### config.mk
export PLATFORM = sky130hd
export DESIGN_NAME = ms_riscv32_mp_fetch_queue
export DESIGN_NICKNAME = d
export VERILOG_FILES = /design/src/rtl/ms_riscv32_mp_pkg.sv /design/src/rtl/ms_riscv32_mp_sync_fifo.sv /design/src/rtl/ms_riscv32_mp_fetch_queue.sv
export SDC_FILE = /design/constraint.sdc
export NUM_CORES = 1
export LEC_CHECK = 0
export CAP_MARGIN = 20
export CORE_ASPECT_RATIO = 0.8
export CORE_MARGIN = 10
export CORE_UTILIZATION = 43
export CTS_CLUSTER_SIZE = 8
export DETAILED_ROUTE_END_ITERATION = 10
export GPL_TIMING_DRIVEN = 0
export SYNTH_ARGS = -nofsm -noshare
export SYNTH_HDL_FRONTEND = slang
export SYNTH_SLANG_ARGS = --single-unit
### constraint.sdc
create_clock -name ms_riscv32_mp_clk_in -period 4.62 [get_ports ms_riscv32_mp_clk_in]
set_clock_uncertainty 0.15 [all_clocks]
set_input_delay 0.462 -clock ms_riscv32_mp_clk_in [delete_from_list [all_inputs] [get_ports ms_riscv32_mp_clk_in]]
set_output_delay 0.462 -clock ms_riscv32_mp_clk_in [all_outputs]
set_load 0.02 [all_outputs]
### src/rtl/ms_riscv32_mp_pkg.sv
// Shared definitions for the ms_riscv32_mp instruction fetch path:
// queue entry layout, bus transfer encodings and reset defaults.
package ms_riscv32_mp_pkg;

    // Fetch address used when the core leaves reset, unless overridden.
    localparam logic [31:0] DEFAULT_RESET_PC = 32'h0000_0000;

    // Instruction word placed in entries that carry no valid bus data
    // (bus errors and misaligned redirect targets).
    localparam logic [31:0] INSTR_ZERO = 32'h0000_0000;

    // AHB-Lite HTRANS encodings used by the instruction port.
    localparam logic [1:0] HTRANS_IDLE   = 2'b00;
    localparam logic [1:0] HTRANS_NONSEQ = 2'b10;

    // One prefetch queue entry as seen by decode.
    typedef struct packed {
        logic [31:0] instr;  // fetched instruction word
        logic [31:0] pc;     // address the word was fetched from
        logic        err;    // bus returned HRESP error for this fetch
        logic        misal;  // redirect target was not word aligned
    } fetch_entry_t;

    localparam int FETCH_ENTRY_W = $bits(fetch_entry_t);

    // Build an entry from its fields.
    function automatic fetch_entry_t make_entry(
        input logic [31:0] instr,
        input logic [31:0] pc,
        input logic        err,
        input logic        misal
    );
        fetch_entry_t e;
        e.instr = instr;
        e.pc    = pc;
        e.err   = err;
        e.misal = misal;
        return e;
    endfunction

endpackage

### src/rtl/ms_riscv32_mp_sync_fifo.sv
// Synchronous FIFO with single-cycle clear and occupancy count.
// The head word reads as zero while the FIFO is empty so downstream
// outputs stay at a known value without resetting the storage array.
module ms_riscv32_mp_sync_fifo #(
    parameter int DEPTH = 4,
    parameter int WIDTH = 66
) (
    input  logic                    clk,
    input  logic                    rst_n,
    input  logic                    clear,
    input  logic                    push,
    input  logic [WIDTH-1:0]        push_data,
    input  logic                    pop,
    output logic [WIDTH-1:0]        pop_data,
    output logic [$clog2(DEPTH):0]  count
);

    localparam int AW = $clog2(DEPTH);
    localparam int CW = AW + 1;

    logic [WIDTH-1:0] mem [DEPTH];
    logic [AW-1:0]    wr_ptr;
    logic [AW-1:0]    rd_ptr;
    logic [CW-1:0]    cnt;
    logic             empty;
    logic             do_pop;

    // Pop is ignored on an empty FIFO; head reads zero when empty.
    always_comb begin
        empty    = (cnt == '0);
        do_pop   = pop && !empty;
        pop_data = empty ? '0 : mem[rd_ptr];
    end

    // Pointer and occupancy bookkeeping; clear wins over push/pop.
    always_ff @(posedge clk or negedge rst_n) begin
        if (!rst_n) begin
            wr_ptr <= '0;
            rd_ptr <= '0;
            cnt    <= '0;
        end else if (clear) begin
            wr_ptr <= '0;
            rd_ptr <= '0;
            cnt    <= '0;
        end else begin
            if (push) begin
                wr_ptr <= wr_ptr + 1'b1;
            end
            if (do_pop) begin
                rd_ptr <= rd_ptr + 1'b1;
            end
            case ({push, do_pop})
                2'b10:   cnt <= cnt + 1'b1;
                2'b01:   cnt <= cnt - 1'b1;
                default: cnt <= cnt;
            endcase
        end
    end

    // Storage array write port; contents need no reset.
    always_ff @(posedge clk) begin
        if (push && !clear) begin
            mem[wr_ptr] <= push_data;
        end
    end

    assign count = cnt;

endmodule

### src/rtl/ms_riscv32_mp_fetch_queue.sv
// Instruction prefetch queue between the AHB-Lite instruction port and
// decode. Issues word fetches ahead of decode, tracks the one outstanding
// data phase, discards data that a redirect made stale, and tags entries
// with bus-error and misaligned-target flags.
//
// Handshake: an entry moves to decode on a rising edge where valid_out and
// deq_ready_in are both 1; valid_out and the head fields do not depend on
// deq_ready_in, and the head stays stable until it is taken or flushed.
module ms_riscv32_mp_fetch_queue
    import ms_riscv32_mp_pkg::*;
#(
    parameter int          DEPTH    = 4,
    parameter logic [31:0] RESET_PC = DEFAULT_RESET_PC
) (
    input  logic                   ms_riscv32_mp_clk_in,
    input  logic                   ms_riscv32_mp_rst_in,
    input  logic                   redirect_valid_in,
    input  logic [31:0]            redirect_pc_in,
    output logic                   instr_req_out,
    output logic [31:0]            imaddr_out,
    input  logic                   instr_hready_in,
    input  logic                   instr_hresp_in,
    input  logic [31:0]            instr_in,
    input  logic                   deq_ready_in,
    output logic                   valid_out,
    output logic [31:0]            instr_out,
    output logic [31:0]            pc_out,
    output logic                   fetch_err_out,
    output logic                   misaligned_instr_out,
    output logic [$clog2(DEPTH):0] count_out
);

    localparam int             CW          = $clog2(DEPTH) + 1;
    localparam logic [CW:0]    DEPTH_LIMIT = (CW + 1)'(DEPTH);

    // Fetch control state.
    logic [31:0]  fetch_pc;
    logic         dphase_pending;
    logic [31:0]  dphase_pc;
    logic         dphase_discard;
    logic         halted;
    logic         misal_pending;

    // Datapath / handshake signals.
    logic [CW-1:0] count;
    logic [CW:0]   inflight;
    logic          issue;
    logic [1:0]    htrans;
    logic          addr_accept;
    logic          data_done;
    logic          push;
    logic          pop;
    fetch_entry_t  push_entry;
    fetch_entry_t  head;

    // Issue decision: keep room in the queue for every fetch already on
    // the bus, stay quiet while halted, during reset and on a redirect.
    // Reset gates the request so the port shows IDLE while held in reset.
    always_comb begin
        inflight    = {1'b0, count} + {{CW{1'b0}}, dphase_pending};
        issue       = ms_riscv32_mp_rst_in && !halted && !misal_pending &&
                      !redirect_valid_in && (inflight < DEPTH_LIMIT);
        htrans      = issue ? HTRANS_NONSEQ : HTRANS_IDLE;
        addr_accept = (htrans == HTRANS_NONSEQ) && instr_hready_in;
        data_done   = dphase_pending && instr_hready_in;
    end

    // Queue write selection: misaligned marker entry or completed bus data.
    // Nothing is written in a redirect cycle because the queue is cleared.
    always_comb begin
        push       = 1'b0;
        push_entry = '0;
        if (!redirect_valid_in) begin
            if (misal_pending) begin
                push       = 1'b1;
                push_entry = make_entry(INSTR_ZERO, fetch_pc, 1'b0, 1'b1);
            end else if (data_done && !dphase_discard) begin
                push       = 1'b1;
                push_entry = make_entry(instr_hresp_in ? INSTR_ZERO : instr_in,
                                        dphase_pc, instr_hresp_in, 1'b0);
            end
        end
    end

    // Dequeue on the decode handshake.
    always_comb begin
        pop = valid_out && deq_ready_in;
    end

    // Fetch PC, data-phase tracking and halt control; redirect has priority.
    always_ff @(posedge ms_riscv32_mp_clk_in or negedge ms_riscv32_mp_rst_in) begin
        if (!ms_riscv32_mp_rst_in) begin
            fetch_pc       <= RESET_PC;
            dphase_pending <= 1'b0;
            dphase_pc      <= '0;
            dphase_discard <= 1'b0;
            halted         <= 1'b0;
            misal_pending  <= 1'b0;
        end else if (redirect_valid_in) begin
            fetch_pc      <= redirect_pc_in;
            halted        <= 1'b0;
            misal_pending <= (redirect_pc_in[1:0] != 2'b00);
            // A data phase still waiting must run to completion on the bus,
            // but its word belongs to the old stream.
            if (dphase_pending && !instr_hready_in) begin
                dphase_discard <= 1'b1;
            end else begin
                dphase_pending <= 1'b0;
                dphase_discard <= 1'b0;
            end
        end else begin
            if (addr_accept) begin
                fetch_pc       <= fetch_pc + 32'd4;
                dphase_pending <= 1'b1;
                dphase_pc      <= fetch_pc;
                dphase_discard <= 1'b0;
            end else if (data_done) begin
                dphase_pending <= 1'b0;
                dphase_discard <= 1'b0;
            end
            if (data_done && !dphase_discard && instr_hresp_in) begin
                halted <= 1'b1;
            end
            if (misal_pending) begin
                misal_pending <= 1'b0;
                halted        <= 1'b1;
            end
        end
    end

    ms_riscv32_mp_sync_fifo #(
        .DEPTH (DEPTH),
        .WIDTH (FETCH_ENTRY_W)
    ) u_fifo (
        .clk       (ms_riscv32_mp_clk_in),
        .rst_n     (ms_riscv32_mp_rst_in),
        .clear     (redirect_valid_in),
        .push      (push),
        .push_data (push_entry),
        .pop       (pop),
        .pop_data  (head),
        .count     (count)
    );

    // Output mapping; head fields read zero when the queue is empty.
    always_comb begin
        instr_req_out        = (htrans == HTRANS_NONSEQ);
        imaddr_out           = fetch_pc;
        valid_out            = (count != '0);
        instr_out            = head.instr;
        pc_out               = head.pc;
        fetch_err_out        = head.err;
        misaligned_instr_out = head.misal;
        count_out            = count;
    end

endmodule

==> reports/metrics.cfg, run 1 <==
[synthesis]
yosysMostFrequentCell = edfxtp_1
yosysWarnings = 0
seq_area_frac_synth_pct = 69.4
top_area_share_pct = 56.1
area_leaders = edfxtp_1 (56%), dfrtp_1 (13%), mux4_2 (11%), and2_1 (4.7%), nand2_1 (3.2%)
synth-edff-count = 264
top_area_cell = edfxtp_1
synth.avg_cell_area_um2 = 15.6
yosysUniqueCellTypes = 54

[clocking]
clk_latency_ps = 540
htreeDepth = 2
clock_path_buffers = 3
cts.root.buffer_cell = clkbuf_16

[setup_path]
critPathLaunchType = flip-flop
r2r_cells = 6
path_buffers = 3
cp_top_family = buffers and inverters
critPathCapture = pc_out[26]
regToRegEndpoint = u_fifo.mem[1][59]
cp_cell_sequence = buf_1, buf_1, mux4_2, and2_1, clkdlybuf4s50_1
cp.arrival_ps = 3230
cp_data_required_time_ps = 4010

[place]
gp_congestion = 0.794
placed_cell_area_mm2 = 0.0165
dp_hpwl_um = 23000
io_buffers = 171

[cells_and_area]
comb_area_share_pct = 22.9
signal_buffers = 232
flop-count = 339
register_area_mm2 = 0.00980
drive_gt1_share_pct = 13.0
clkCellAreaFrac_pct = 7.44

[die]
fp-row-count = 59
tap_cells = 427
die_y_um = 182

[drt]
detailroute.via_count = 8483
first_iter_violations = 688
routed_wl_um = 34500
ant_nets = 0

[sta]
maxSlewViolCount = 0
finalSetupViolations = 0
relSlewSlack_pct = 33.0

[pwr]
ir_drop_mv = 0.292
p_total_w = 0.00946
powerDensity_mw_per_mm2 = 529

[status]
outcome = complete, no violations

[global_route]
grt_max_degree = 54

-- run 1: per-stage QoR --
stage | setup slack [ps] | instances | hold WS (ps) | util [%] | setup TNS (ps)
2_1_floorplan | 1440 | 904 | 16.4 | - | 0
3_3_place_gp | -1150 | 1502 | 307 | 50.4 | -224990
3_5_place_dp | 1170 | 1507 | 253 | 50.9 | 0
4_1_cts | 660 | 1584 | 222 | 55.0 | 0
5_1_grt | 566 | 1585 | 236 | 55.1 | 0
6_report | 774 | 1585 | 233 | 55.1 | 0
-- run 1: registers in the layout, indices dropped and copies added (netlist names) --
register        cells
u_fifo.count        3
u_fifo.wr_ptr       2
misal_pending       1
dphase_pending      1
imaddr_out         32
halted              1
u_fifo.mem        264
dphase_pc          32
u_fifo.rd_ptr       2
dphase_discard      1
-- run 1: per-layer routing --
metal | GRT usage [%] | part of all wire (%) | vias to the layer above
met5 | 0 | 0 | -
met4 | 4.51 | 1.9 | 0
met3 | 4.97 | 7.6 | 52
met2 | 25.2 | 45 | 266
met1 | 23.3 | 46 | 4279
li1 | - | - | 3886
-- run 1: report_power, final --
group / internal (W) / switching [W]
clock network: 0.00193 / 0.00118
logic: 0.00128 / 0.00141
registers: 0.00351 / 0.000155
-- run 1: timing repair --
| action | in CTS | in global routing |
|---|---|---|
| hold buffers | 1 | 0 |
| gates resized | 0 | 0 |
| hold endpoints to repair | 23 | 0 |
-- run 1: worst register-to-register path, delay by kind of cell (launching register included) --
kind / cells / cell delay, ps
simple gates: 4 / 1400
buf+inv: 2 / 800
flops: 1 / 430
-- run 1: logic make-up after synthesis --
group,Yosys count,synth area share [%]
adders and majority gates,6,0.584
and+or+nand+nor,322,11.8
muxes,73,11.0
xor gates and xnor gates,15,0.929
DFF,339,69.4
buffers and inverters,60,1.74
AOI/OAI and AO/OA,89,4.55
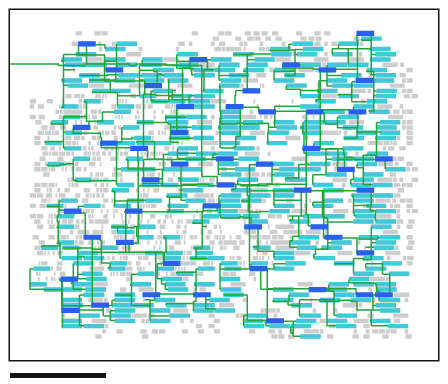
**Above:** run 1 (clock network drawn from the DEF).
Bar = 50 µm.
clock wires: marked green, length 4300 µm. flip-flops: marked cyan, count 339. cells driving clock nets: marked blue, count 48.
Position of the flops: spread over the die. There are 49 routed clock nets.

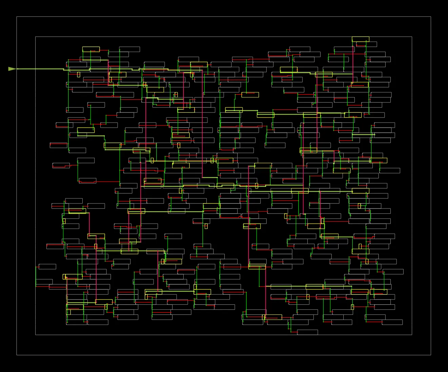
**Above:** run 1 (clock routing).
clock-net power: 0.00311 W
TritonCTS Buffers: 48
clock buffer count: 75
TritonCTS Sinks: 339

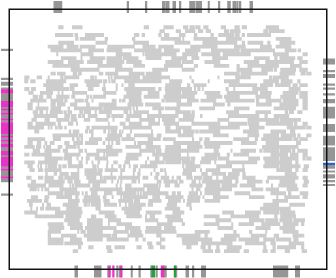
**Above:** run 1 (pin placement).
Pins as bars across the die edge, other pins in gray.
redirect_pc_in: marked magenta, pins 32, direction input, edge 27 west, 5 south. count_out: marked green, pins 3, direction output, edge south. fetch_err_out: marked blue, pins 1, direction output, edge east.
All pins by edge: 54 west, 45 south, 41 east, 33 north.

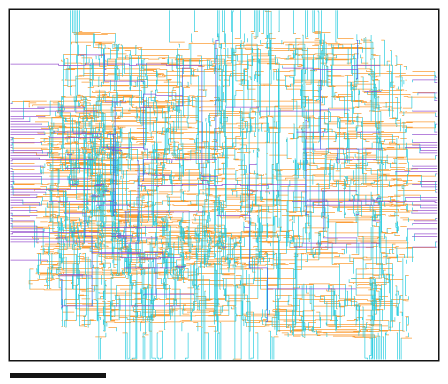
**Above:** run 1 (routed metal, one color a layer).
Bar = 50 µm.
met4: marked blue, wire length 651 µm. met3: marked purple, wire length 2640 µm. met1: marked orange, wire length 15800 µm. met2: marked cyan, wire length 15400 µm.

--- run 2 (diff from run 1) ---
- clock period: 4.62 -> 3.9 ns (I/O delays scaled with it)
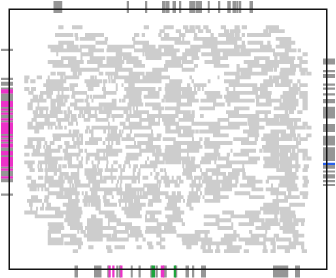
**Above:** run 2 (pin placement).
Pins as bars across the die edge, other pins in gray.
fetch_err_out: marked blue, pins 1, direction output, edge east. count_out: marked green, pins 3, direction output, edge south. redirect_pc_in: marked magenta, pins 32, direction input, edge 27 west, 5 south.
All pins by edge: 54 west, 45 south, 41 east, 33 north.
Die X: 223 µm
Die Y: 182 µm
# port buffers: 171

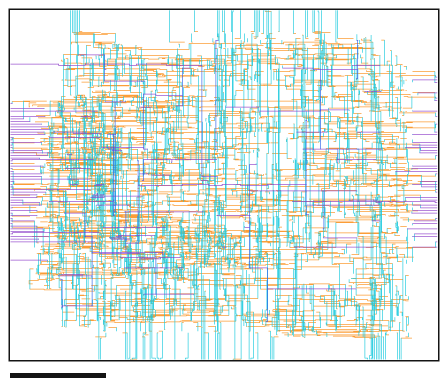
**Above:** run 2 (routed metal, one color a layer).
Bar = 50 µm.
met3: marked purple, wire length 2550 µm. met1: marked orange, wire length 15900 µm. met4: marked blue, wire length 651 µm. met2: marked cyan, wire length 15400 µm.
DRT Wirelength: 34500 µm
via count: 8478
detail-routed net length per standard cell: 21.8 µm

==> run 2 against run 1 <==
Effect of this change: cell area barely moved; sequential power rose by 18%; synthesized cell count did not move; hold slack got worse by 72 ps; count of clock-buffer cells in the layout did not move; combinational power rose by 19%; first-iteration DRC count fell by 0.29%; core utilization barely moved; via count barely moved; largest cell class unchanged; largest power group unchanged.
==> reports/metrics.cfg, run 2 <==
[status]
outcome = complete, no violations

[pwr]
powerDensity_mw_per_mm2 = 627  ; +18%
power_frac_comb_pct = 28.4  ; about the same
p_sw_w = 0.00325  ; +18%
pg_clk_w = 0.00369  ; +19%
p_seq_w = 0.00434  ; +18%
switching_share_pct = 29.0  ; about the same
power.share.clock_pct = 32.9  ; about the same
power.internal_w = 0.00796  ; +19%

[synthesis]
synth-edff-count = 264  ; unchanged
seq_area_frac_synth_pct = 69.4  ; unchanged
yosysWarnings = 0  ; unchanged
synth.avg_cell_area_um2 = 15.6  ; unchanged
top_area_share_pct = 56.1  ; unchanged

[setup_path]
cp.arrival_ps = 3140  ; -90 ps
r2r_cells = 6  ; unchanged
critPathLaunchType = flip-flop
cp_data_required_time_ps = 3360  ; -650 ps

[clocking]
clk_latency_ps = 540  ; about the same
htreeDepth = 2  ; unchanged
cts.root.buffer_cell = clkbuf_16

[global_route]
use_met3_pct = 4.97  ; unchanged
use_met1_pct = 23.3  ; unchanged
met2_usage_pct = 25.2  ; unchanged
grt-busiest-layer = met2
grt_max_degree = 54  ; unchanged

[cells_and_area]
drive_gt1_share_pct = 13.1  ; +0.17 points
top_register = u_fifo.mem

[sta]
maxSlewViolCount = 0  ; unchanged
finalSetupViolations = 0  ; unchanged

[drt]
wl_met1_um = 15900  ; +0.44%
ant_nets = 0  ; unchanged

[place]
placed_cell_area_mm2 = 0.0165  ; unchanged

[die]
fp-row-count = 59  ; unchanged

[run 2: logic make-up after synthesis]
group / count (synthesis) / share of synthesized area [%]
AND-OR/OR-AND: 89 / 4.55
XOR/XNOR: 15 / 0.929
adder cells (fa/ha/maj): 6 / 0.584
buffers and inverters: 60 / 1.74
flip-flops: 339 / 69.4
multiplexers: 73 / 11.0
AND/OR/NAND/NOR: 322 / 11.8
[run 2: critical path, stage by stage (launching register included)]
cell and delay [ps]:
dfrtp_1 410, buf_1 510, clkbuf_1 550, mux4_2 420, and2_1 180, clkdlybuf4s50_1 540
[run 2: area by class of cell]
cell class	instances	area, µm²
Fill cell	2663	14600
Sequential cell	339	9800
Multi-Input combinational cell	505	4090
Timing Repair Buffer	178	1870
Clock buffer	75	1320
Tap cell	427	534
Buffer	54	231
Inverter	6	22.5
Clock inverter	1	6.26
[run 2: stage by stage]
| step | setup TNS (ps) | instances | total power [W] | setup WS (ps) |
|---|---|---|---|---|
| 4_1_cts | 0 | 1584 | 0.0114 | 12.3 |
| 5_1_grt | 0 | 1585 | 0.0118 | 3.87 |
| 2_1_floorplan | 0 | 904 | 0.00621 | 789 |
| 6_report | 0 | 1585 | 0.0112 | 218 |
| 3_3_place_gp | -481910 | 1502 | 0.00763 | -1800 |
| 3_5_place_dp | 0 | 1507 | 0.00765 | 520 |
[run 2: how the worst max path moves through the flow]
stage	from	end	slack [ps]	depth (start not counted)
final	u_fifo.rd_ptr[1]	instr_out[14]	220	5
after CTS	u_fifo.rd_ptr[1]	pc_out[26]	10	5
after global placement	ms_riscv32_mp_rst_in	dphase_pc[28]	-1800	7
after floorplan	redirect_valid_in	u_fifo.mem[0][0]	790	4
after detailed placement	instr_hready_in	u_fifo.mem[1][55]	520	7
after global routing	u_fifo.rd_ptr[1]	instr_out[8]	4	5
--- run 3 (diff from run 2) ---
- CTS_CLUSTER_SIZE: 8 -> 20
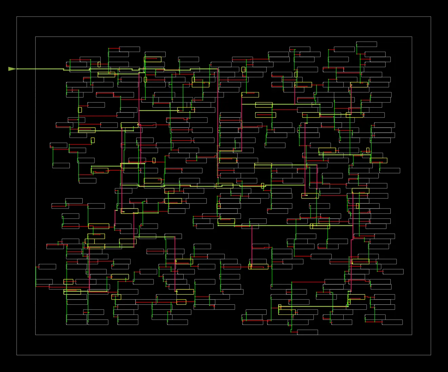
**Above:** run 3 (clock routing).
num sequential: 339
clock-net power: 0.00326 W
clock buffer count: 51
TritonCTS Buffers: 35

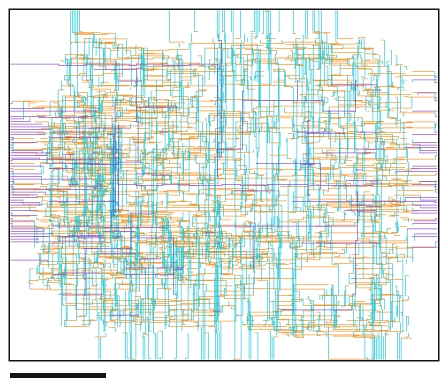
**Above:** run 3 (routed metal, one color a layer).
Bar = 50 µm.
met3: marked purple, wire length 2570 µm. met1: marked orange, wire length 15800 µm. met4: marked blue, wire length 576 µm. met2: marked cyan, wire length 15300 µm.
via count: 8378
detail-routed net length per standard cell: 21.9 µm
All-Layer GR Usage: 16.6%
DRT Wirelength: 34300 µm

==> run 3 against run 2 <==
Effect of this change: worst setup slack got worse by 15 ps; routed wire length decreased by 0.59%; sequential power about the same; highest routed layer unchanged.
==> reports/metrics.cfg, run 3 <==
[setup_path]
r2r_cells = 6  ; unchanged
slowest_delay_ps = 580  ; +30 ps
cp_cell_sequence = buf_1, clkbuf_1, mux4_2, and2_1, clkdlybuf4s50_1
cp.arrival_ps = 3160  ; +20 ps
path_buffers = 3  ; unchanged

[cells_and_area]
signal_buffers = 232  ; unchanged
top_register = u_fifo.mem
inv_count = 6  ; unchanged
comb_area_share_pct = 23.2  ; +0.27 points
buffer_area_share_pct = 11.9  ; +0.16 points
clkCellAreaFrac_pct = 6.33  ; -1.1 points
drive_gt1_share_pct = 13.0  ; -0.079 points

[sta]
finalSetupViolations = 0  ; unchanged
fin_setup_tns_ps = 0  ; unchanged

[synthesis]
fa_ha_area_share_pct = 0.584  ; unchanged
synthMuxAreaShare_pct = 11.0  ; unchanged
ys_sh_aoi_pct = 4.55  ; unchanged
seq_area_frac_synth_pct = 69.4  ; unchanged
top_area_share_pct = 56.1  ; unchanged
synth-xor-area-share_pct = 0.929  ; unchanged
synth-edff-count = 264  ; unchanged

[place]
dp_cells = 1507  ; unchanged

[pwr]
p_total_w = 0.0108  ; -3.9%

[global_route]
grt_max_degree = 54  ; unchanged

[die]
die_y_um = 182  ; unchanged
tap_cells = 427  ; unchanged

[clocking]
clk_latency_ps = 510  ; -30 ps
cts.root.buffer_cell = clkbuf_16

[status]
outcome = complete, no violations

[run 3: cells by family (layout without fill, tap and decap cells)]
logic type      Yosys count  after routing
xor+xnor                 15             15
flops                   339            339
buf+inv                  60            298
mux                      73             73
compound gates           89             89
simple gates            322            322
fa+ha+maj                 6              6
[run 3: worst max-delay path by stage]
stage,start,endpoint,depth (start not counted)
after floorplan,redirect_valid_in,u_fifo.mem[0][0],4
after global placement,ms_riscv32_mp_rst_in,dphase_pc[28],7
after detailed placement,instr_hready_in,u_fifo.mem[1][55],7
after CTS,u_fifo.rd_ptr[1],pc_out[26],5
after global routing,u_fifo.rd_ptr[0],instr_out[3],5
final,u_fifo.rd_ptr[1],instr_out[6],5
[run 3: report_power, final]
part           total [W]  switching [W]  internal (W)
Clock            0.00326        0.00130       0.00195
Sequential       0.00433       0.000182       0.00415
Combinational    0.00319        0.00166       0.00152
Total             0.0108        0.00315       0.00763
[run 3: what timing repair did]
| action | 4_1_cts | 5_1_grt |
|---|---|---|
| buffers inserted | 0 | 0 |
| resized | 0 | 4 |
| endpoints found under the hold margin | 23 | 0 |
| hold buffers | 1 | 0 |
| endpoints found under the setup margin | 0 | 31 |
[run 3: layer usage]
metal	vias to the layer above	routed length, µm	track usage (%)
met5	-	0	0
met4	0	575	3.99
met3	43	2570	4.74
met2	272	15300	25.0
met1	4206	15800	23.4
li1	3857	-	-
[run 3: stage by stage]
| stage | util [%] | area, µm² | worst slack (ps) |
|---|---|---|---|
| 5_1_grt | 54.4 | 17700 | 2.91 |
| 3_5_place_dp | 50.9 | 16500 | 520 |
| 4_1_cts | 54.4 | 17700 | 14.8 |
| 6_report | 54.4 | 17700 | 204 |
| 2_1_floorplan | - | 14100 | 789 |
| 3_3_place_gp | 50.4 | 16400 | -1800 |
Power figures rest on the tool's default switching activity, not on a simulated workload.
